### PDN straps and rails

Pins as bars on the die edge. Tap cells in gray.
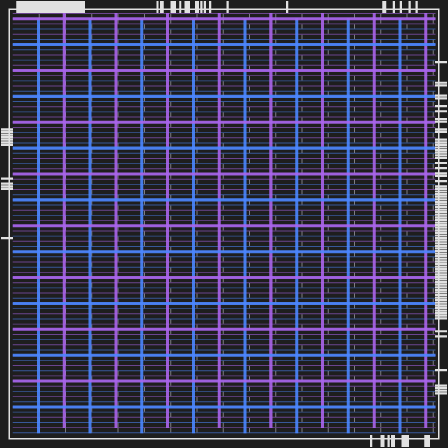
### Logic cells by family

The bar under the picture is 50 um long.
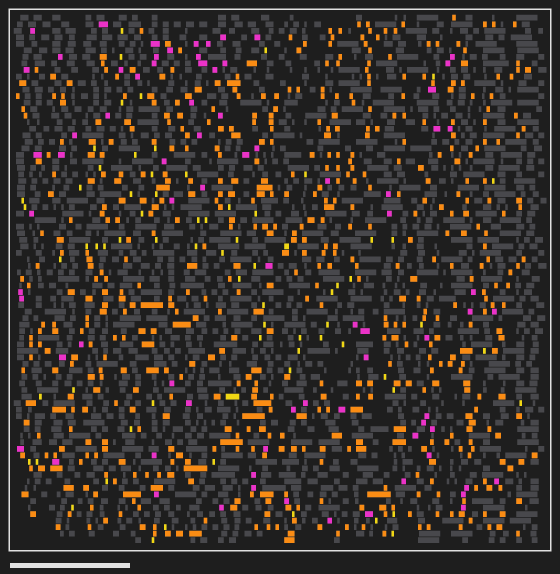
### Routed clock nets over the placement

The bar under the picture is 50 um long.
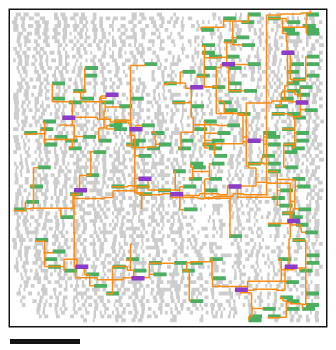
### Cells colored by class

The bar under the picture is 50 um long.
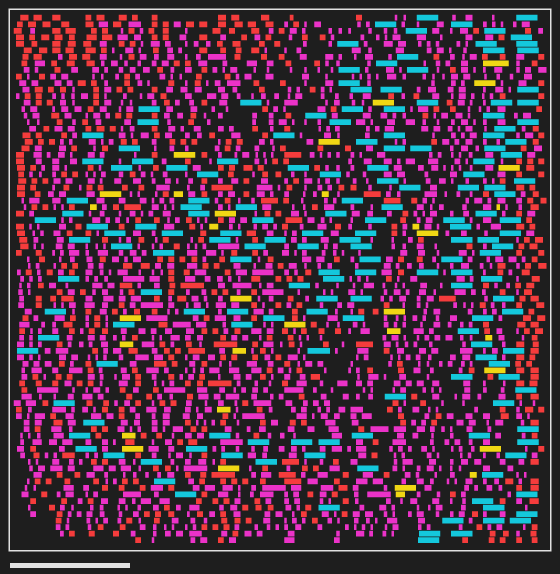
===== src/rtl/mult_div_unit_if.sv =====
// mult_div_unit_if: operand, HI/LO access and busy/done handshake between control path and the multiply/divide unit
interface mult_div_unit_if #(parameter int N = 32);
    logic         start;
    logic [1:0]   op;
    logic [N-1:0] inA;
    logic [N-1:0] inB;
    logic         hi_wen;
    logic         lo_wen;
    logic [N-1:0] wd;
    logic         busy;
    logic         done;
    logic         div_by_zero;
    logic [N-1:0] hi;
    logic [N-1:0] lo;
    modport master (output start, op, inA, inB, hi_wen, lo_wen, wd,
                    input busy, done, div_by_zero, hi, lo);
    modport slave  (input start, op, inA, inB, hi_wen, lo_wen, wd,
                    output busy, done, div_by_zero, hi, lo);
endinterface


===== src/rtl/mult_div_unit.sv =====
// mult_div_unit: iterative shift-add multiplier / restoring divider holding HI/LO
module mult_div_unit #(parameter int N = 32) (
    input logic clock,
    input logic reset,
    mult_div_unit_if.slave bus
);
    localparam int CW = $clog2(N);
    typedef enum logic [1:0] {IDLE, RUN, FIX} state_t;
    state_t state, state_n;
    logic [CW-1:0] cnt;
    logic [N-1:0] a, hi_r, lo_r, mag_a, mag_b, res_hi, res_lo;
    logic [2*N-1:0] p, p_step, prod;
    logic [N:0] sum, trial;
    logic is_div, sa, sb, done_r, dz_r, dz, accept;
    assign dz = state == IDLE && bus.start && bus.op[1] && bus.inB == '0;
    assign accept = state == IDLE && bus.start && !dz;
    assign mag_a = (bus.op[0] && bus.inA[N-1]) ? -bus.inA : bus.inA;
    assign mag_b = (bus.op[0] && bus.inB[N-1]) ? -bus.inB : bus.inB;
    // p holds {acc, multiplier} for multiply and {remainder, quotient} for divide
    assign sum = {1'b0, p[2*N-1:N]} + {1'b0, p[0] ? a : '0};
    assign trial = p[2*N-1:N-1] - {1'b0, a};
    assign p_step = is_div ? (trial[N] ? {p[2*N-2:0], 1'b0} : {trial[N-1:0], p[N-2:0], 1'b1})
                           : {sum, p[N-1:1]};
    assign prod = (sa ^ sb) ? -p : p;
    assign res_lo = is_div ? ((sa ^ sb) ? -p[N-1:0] : p[N-1:0]) : prod[N-1:0];
    assign res_hi = is_div ? (sa ? -p[2*N-1:N] : p[2*N-1:N]) : prod[2*N-1:N];
    always_ff @(posedge clock or negedge reset) begin
        if (!reset) state <= IDLE;
        else        state <= state_n;
    end
    always_comb begin
        state_n = state;
        if (state == IDLE && accept) state_n = RUN;
        else if (state == RUN && cnt == CW'(N-1)) state_n = FIX;
        else if (state == FIX) state_n = IDLE;
    end
    always_ff @(posedge clock or negedge reset) begin
        if (!reset) begin
            cnt    <= '0;
            a      <= '0;
            p      <= '0;
            is_div <= 1'b0;
            sa     <= 1'b0;
            sb     <= 1'b0;
            done_r <= 1'b0;
            dz_r   <= 1'b0;
            hi_r   <= '0;
            lo_r   <= '0;
        end else begin
            done_r <= dz || state == FIX;
            if (dz) dz_r <= 1'b1;
            else if (accept) dz_r <= 1'b0;
            if (accept) begin
                cnt    <= '0;
                is_div <= bus.op[1];
                sa     <= bus.op[0] & bus.inA[N-1];
                sb     <= bus.op[0] & bus.inB[N-1];
                a      <= bus.op[1] ? mag_b : mag_a;
                p      <= {{N{1'b0}}, bus.op[1] ? mag_a : mag_b};
            end else if (state == RUN) begin
                cnt <= cnt + 1'b1;
                p   <= p_step;
            end
            if (state == FIX) begin
                hi_r <= res_hi;
                lo_r <= res_lo;
            end else if (state == IDLE && !bus.start) begin
                if (bus.hi_wen) hi_r <= bus.wd;
                if (bus.lo_wen) lo_r <= bus.wd;
            end
        end
    end
    assign bus.busy = state != IDLE;
    assign bus.done = done_r;
    assign bus.div_by_zero = dz_r;
    assign bus.hi = hi_r;
    assign bus.lo = lo_r;
endmodule


===== src/flat_wrapper.sv =====
// flat-port wrapper written by rule: the top's interface ports become plain ports
module mult_div_unit_flat 
#(parameter int N = 32)
  (clock, reset, bus_start, bus_op, bus_inA, bus_inB, bus_hi_wen, bus_lo_wen, bus_wd, bus_busy, bus_done, bus_div_by_zero, bus_hi, bus_lo);
  mult_div_unit_if #(.N(N)) bus_i ();
  input logic clock;
  input logic reset;
  input wire logic [$bits(bus_i.start)-1:0] bus_start;
  input wire logic [$bits(bus_i.op)-1:0] bus_op;
  input wire logic [$bits(bus_i.inA)-1:0] bus_inA;
  input wire logic [$bits(bus_i.inB)-1:0] bus_inB;
  input wire logic [$bits(bus_i.hi_wen)-1:0] bus_hi_wen;
  input wire logic [$bits(bus_i.lo_wen)-1:0] bus_lo_wen;
  input wire logic [$bits(bus_i.wd)-1:0] bus_wd;
  output wire logic [$bits(bus_i.busy)-1:0] bus_busy;
  output wire logic [$bits(bus_i.done)-1:0] bus_done;
  output wire logic [$bits(bus_i.div_by_zero)-1:0] bus_div_by_zero;
  output wire logic [$bits(bus_i.hi)-1:0] bus_hi;
  output wire logic [$bits(bus_i.lo)-1:0] bus_lo;
  assign bus_i.start = bus_start;
  assign bus_i.op = bus_op;
  assign bus_i.inA = bus_inA;
  assign bus_i.inB = bus_inB;
  assign bus_i.hi_wen = bus_hi_wen;
  assign bus_i.lo_wen = bus_lo_wen;
  assign bus_i.wd = bus_wd;
  assign bus_busy = bus_i.busy;
  assign bus_done = bus_i.done;
  assign bus_div_by_zero = bus_i.div_by_zero;
  assign bus_hi = bus_i.hi;
  assign bus_lo = bus_i.lo;
  mult_div_unit #(.N(N)) u_core (.clock(clock), .reset(reset), .bus(bus_i));
endmodule

===== config.mk =====
export PLATFORM = sky130hd
export DESIGN_NAME = mult_div_unit_flat
export DESIGN_NICKNAME = d
export VERILOG_FILES = /design/src/rtl/mult_div_unit_if.sv /design/src/rtl/mult_div_unit.sv /design/src/flat_wrapper.sv
export SDC_FILE = /design/constraint.sdc
export NUM_CORES = 1
export LEC_CHECK = 0
export CELL_PAD_IN_SITES_DETAIL_PLACEMENT = 2
export CELL_PAD_IN_SITES_GLOBAL_PLACEMENT = 2
export CORE_UTILIZATION = 31
export DETAILED_ROUTE_END_ITERATION = 6
export MAX_ROUTING_LAYER = met4
export PLACE_DENSITY_LB_ADDON = 0.1
export SLEW_MARGIN = 20
export SYNTH_ARGS = -nofsm -noshare
export SYNTH_HDL_FRONTEND = slang
export SYNTH_SLANG_ARGS = --single-unit

===== constraint.sdc =====
create_clock -name clock -period 3.2 [get_ports clock]
set_clock_uncertainty 0.05 [all_clocks]
set_input_delay 0.64 -clock clock [delete_from_list [all_inputs] [get_ports clock]]
set_output_delay 0.64 -clock clock [all_outputs]
set_load 0.1 [all_outputs]

==> flow_summary_export.csv <==
group,metric,value,unit
run_status,status,"finished, violations left",
run_status,violations,"setup timing",
clock_tree,cts.path.max_buffers,2,
timing,rsz_0062_raised_after_global_routing,"true",
drt,drc_errors,0,
drt,totalWireLength,87.26,mm
cells_and_area,clockBufferCount,17,
setup_path,maximum_fanout_along_the_worst_path,7,
die,initial_utilization,31.46,%
setup_path,worst_flop_to_flop_path_startpoint,"u_core.p[0]",
synth,area_leaders,"dfrtp_1, o21ai_0, ha_1, nand2_1, xnor2_1",
synth,floorplan.nets,2145,
timing,timing.final.hold_violations,0,
setup_path,cp_cell_sequence,"inv_4, buf_12, buf_8, buf_4, nor2_2, ha_4, buf_4, a21o_1, a21o_1, a21o_1, a2bb2oi_4, o211ai_1, o211ai_1, a31o_2, mux2i_2, a22oi_2",
synth,synth-area-yosys,15400,sq um
synth,synth.distinct_cells,81,
clock_tree,cts-buffers-inserted,17,
cells_and_area,biggestCellCategory,"logic gates",
global_route,grtUsageTotal,34.94,%
setup_path,timing.critical_path.to_type,"register",
drt,drt_first_iter_violations,1024,
setup_path,setup.worst_path.class,"reg2reg",
global_route,grt_start_max_net_pins,68,
placement,numPortBuffers,169,
synth,netlist_top_cells_count,"nand2_1, o21ai_0, dfrtp_1, nor2_1, a21oi_1",
synth,ys.flop_type,"dfrtp_1",
clock_tree,clk_transition_reported_paths,80,ps
cells_and_area,flop_area,4305,sq um
synth,async_reset_ff_share,100.0,%
cells_and_area,layout.nonclk_buf_share,24.41,%
setup_path,timing.critical_path.from,"u_core.p[0]",
setup_path,critPathMostFrequentCell,"a21o_1",
worst_hold_path,holdCritPathClass,"in2async",
cells_and_area,area_growth,46.13,%
cells_and_area,logic_area,10970,sq um
cells_and_area,num-fill-cells,5427,
setup_path,crit_required,3540,ps
drt,wire_per_inst,27.35,um
synth,ys_cells,1970,
timing,max_freq,295.0,MHz
drt,drt-pass1-iter-count,6,
clock_tree,clock_root_buffer,"clkbuf_16",
timing,worstMarginPinSlew,1042,ps
global_route,grt_pass1_vias,19680,
synth,simple_gate_share,19.17,%
clock_tree,tritoncts,"built",
die,boundaryPins,170,
cells_and_area,number_of_inverters_outside_the_clock_class_in_the_layout,71,
timing,finalCriticalPeriod,3390,ps
synth,largest_area_cell,"dfrtp_1",
synth,cell_with_the_most_instances_after_synthesis,"nand2_1",
placement,placed_cell_area,20720,sq um
timing,postLayoutSetupSlackWorst,-190.1,ps
drt,antenna_violating_nets_post_route,0,
die,num_tap_cells,664,
cells_and_area,layout.clock.cell_area_share,2.752,%
placement,post-dp-hpwl,66.34,mm
timing,timing.final.setup_violations,33,
timing,worst_hold_margin,88.71,ps
setup_path,type_of_origin_of_the_critical_path,"register",
synth,yosysWarningCount,0,
synth,edf_count,0,
synth,synth.cellmix.compoundShare,27.10,%
synth,syn-instance-count,1970,
synth,ys_sh_adder,5.946,%
placement,finalWeightedCongestion,0.9242,
synth,yosysTopAreaCellShare,27.94,%
global_route,antenna_violations_before_repair,2,
placement,place_inst,3112,
timing,max-slew-margin-rel,30.30,%
cells_and_area,diodes,1,
die,floorplan.rows,81,
drt,route.detailed.vias_per_inst,5.722,
cells_and_area,nMultiInputCombCells,1598,
-- 'PDN straps and rails' (at the start) --
net	color
VDD	purple
VSS	blue
tap cells	664
met1 rails	82
signal pins	170
area of the placeable core: 48,950 sq um
Vert. Die Dim: 224.9 um
x dimension of the die: 224.9 um

-- 'Logic cells by family' (at the start) --
family	color	cells	most used
inverters	yellow	71	inv_1
AND and OR gates	magenta	77	or3_1
inverting AOI/OAI gates	orange	563	o21ai_0
multi-input logic portion of the cell area: 48.75%
non-filler cells in the finished layout: 3,191
most frequent standard cell in the layout excluding fill and tap cells: buf_4

-- 'Routed clock nets over the placement' (at the start) --
[clock wires] orange | length: 3,260 um
[flip-flops] green | count: 172
[cells driving clock nets] purple | count: 17
flops lie	spread over the die
insertion delay to the later sink of the worst-skew pair: 510 ps

-- 'Cells colored by class' (at the start) --
class	color	cells
other buffers and delay cells	red	653
flops	cyan	172
all other logic	magenta	1,669
clock drivers and dummy loads	yellow	32
post-route cell area: 22,510 sq um
post-route core utilization: 45.98%

==> flip-flops by register name, summed over array words and instances, names as in the netlist <==
signal / cells
u_core.p: 64
u_core.sb: 1
u_core.cnt: 5
u_core.bus.done: 1
u_core.state: 2
u_core.is_div: 1
u_core.bus.div_by_zero: 1
u_core.bus.lo: 32
u_core.sa: 1
u_core.a: 32
u_core.bus.hi: 32
==> worst max-delay path, delay by kind of cell (launching register included) <==
kind / cells / cell delay (ps)
flip-flops: 1 / 410
adder cells (fa/ha/maj): 1 / 250
AND-OR/OR-AND: 8 / 1420
AND/OR/NAND/NOR: 1 / 210
buffers and inverters: 5 / 640
multiplexers: 1 / 270
==> what timing repair did <==
action                                  CTS  global route
pin swaps                                46            15
endpoints found under the setup margin   39            62
hold buffers                              0             0
gates cloned                              4             0
setup buffers                            31            17
resized                                 103            88
==> metal layers <==
layer | wire length, um | share of wire [%] | up-vias | track usage (%)
met2 | 40810 | 47 | 495 | 54.48
met5 | 0 | 0 | - | -
li1 | - | - | 8263 | -
met1 | 38910 | 45 | 9363 | 44.90
met3 | 3672 | 4.2 | 138 | 4.042
met4 | 3867 | 4.4 | 0 | 16.94
==> final timing paths <==
check	end	slack [ps]	cells after the start
max	u_core.p[61]	-190	16
min	u_core.bus.hi[20]	90	1
max reg2reg	u_core.p[61]	-190	16
min reg2reg	u_core.bus.hi[1]	440	2
max in group asynchronous	u_core.bus.lo[15]	2130	2
min in group clock	u_core.bus.hi[1]	440	2
==> placed cells by master (no fill, tap or decap), types with 62 or more instances in the layout <==
cell type,Yosys,layout
dfrtp_1,172,171
xor2_1,81,80
a21oi_1,135,120
clkdlybuf4s50_1,0,96
mux2i_1,63,62
nor2_1,167,153
nand2_1,218,216
inv_1,69,63
buf_4,3,516
o21ai_0,193,161
xnor2_1,88,87
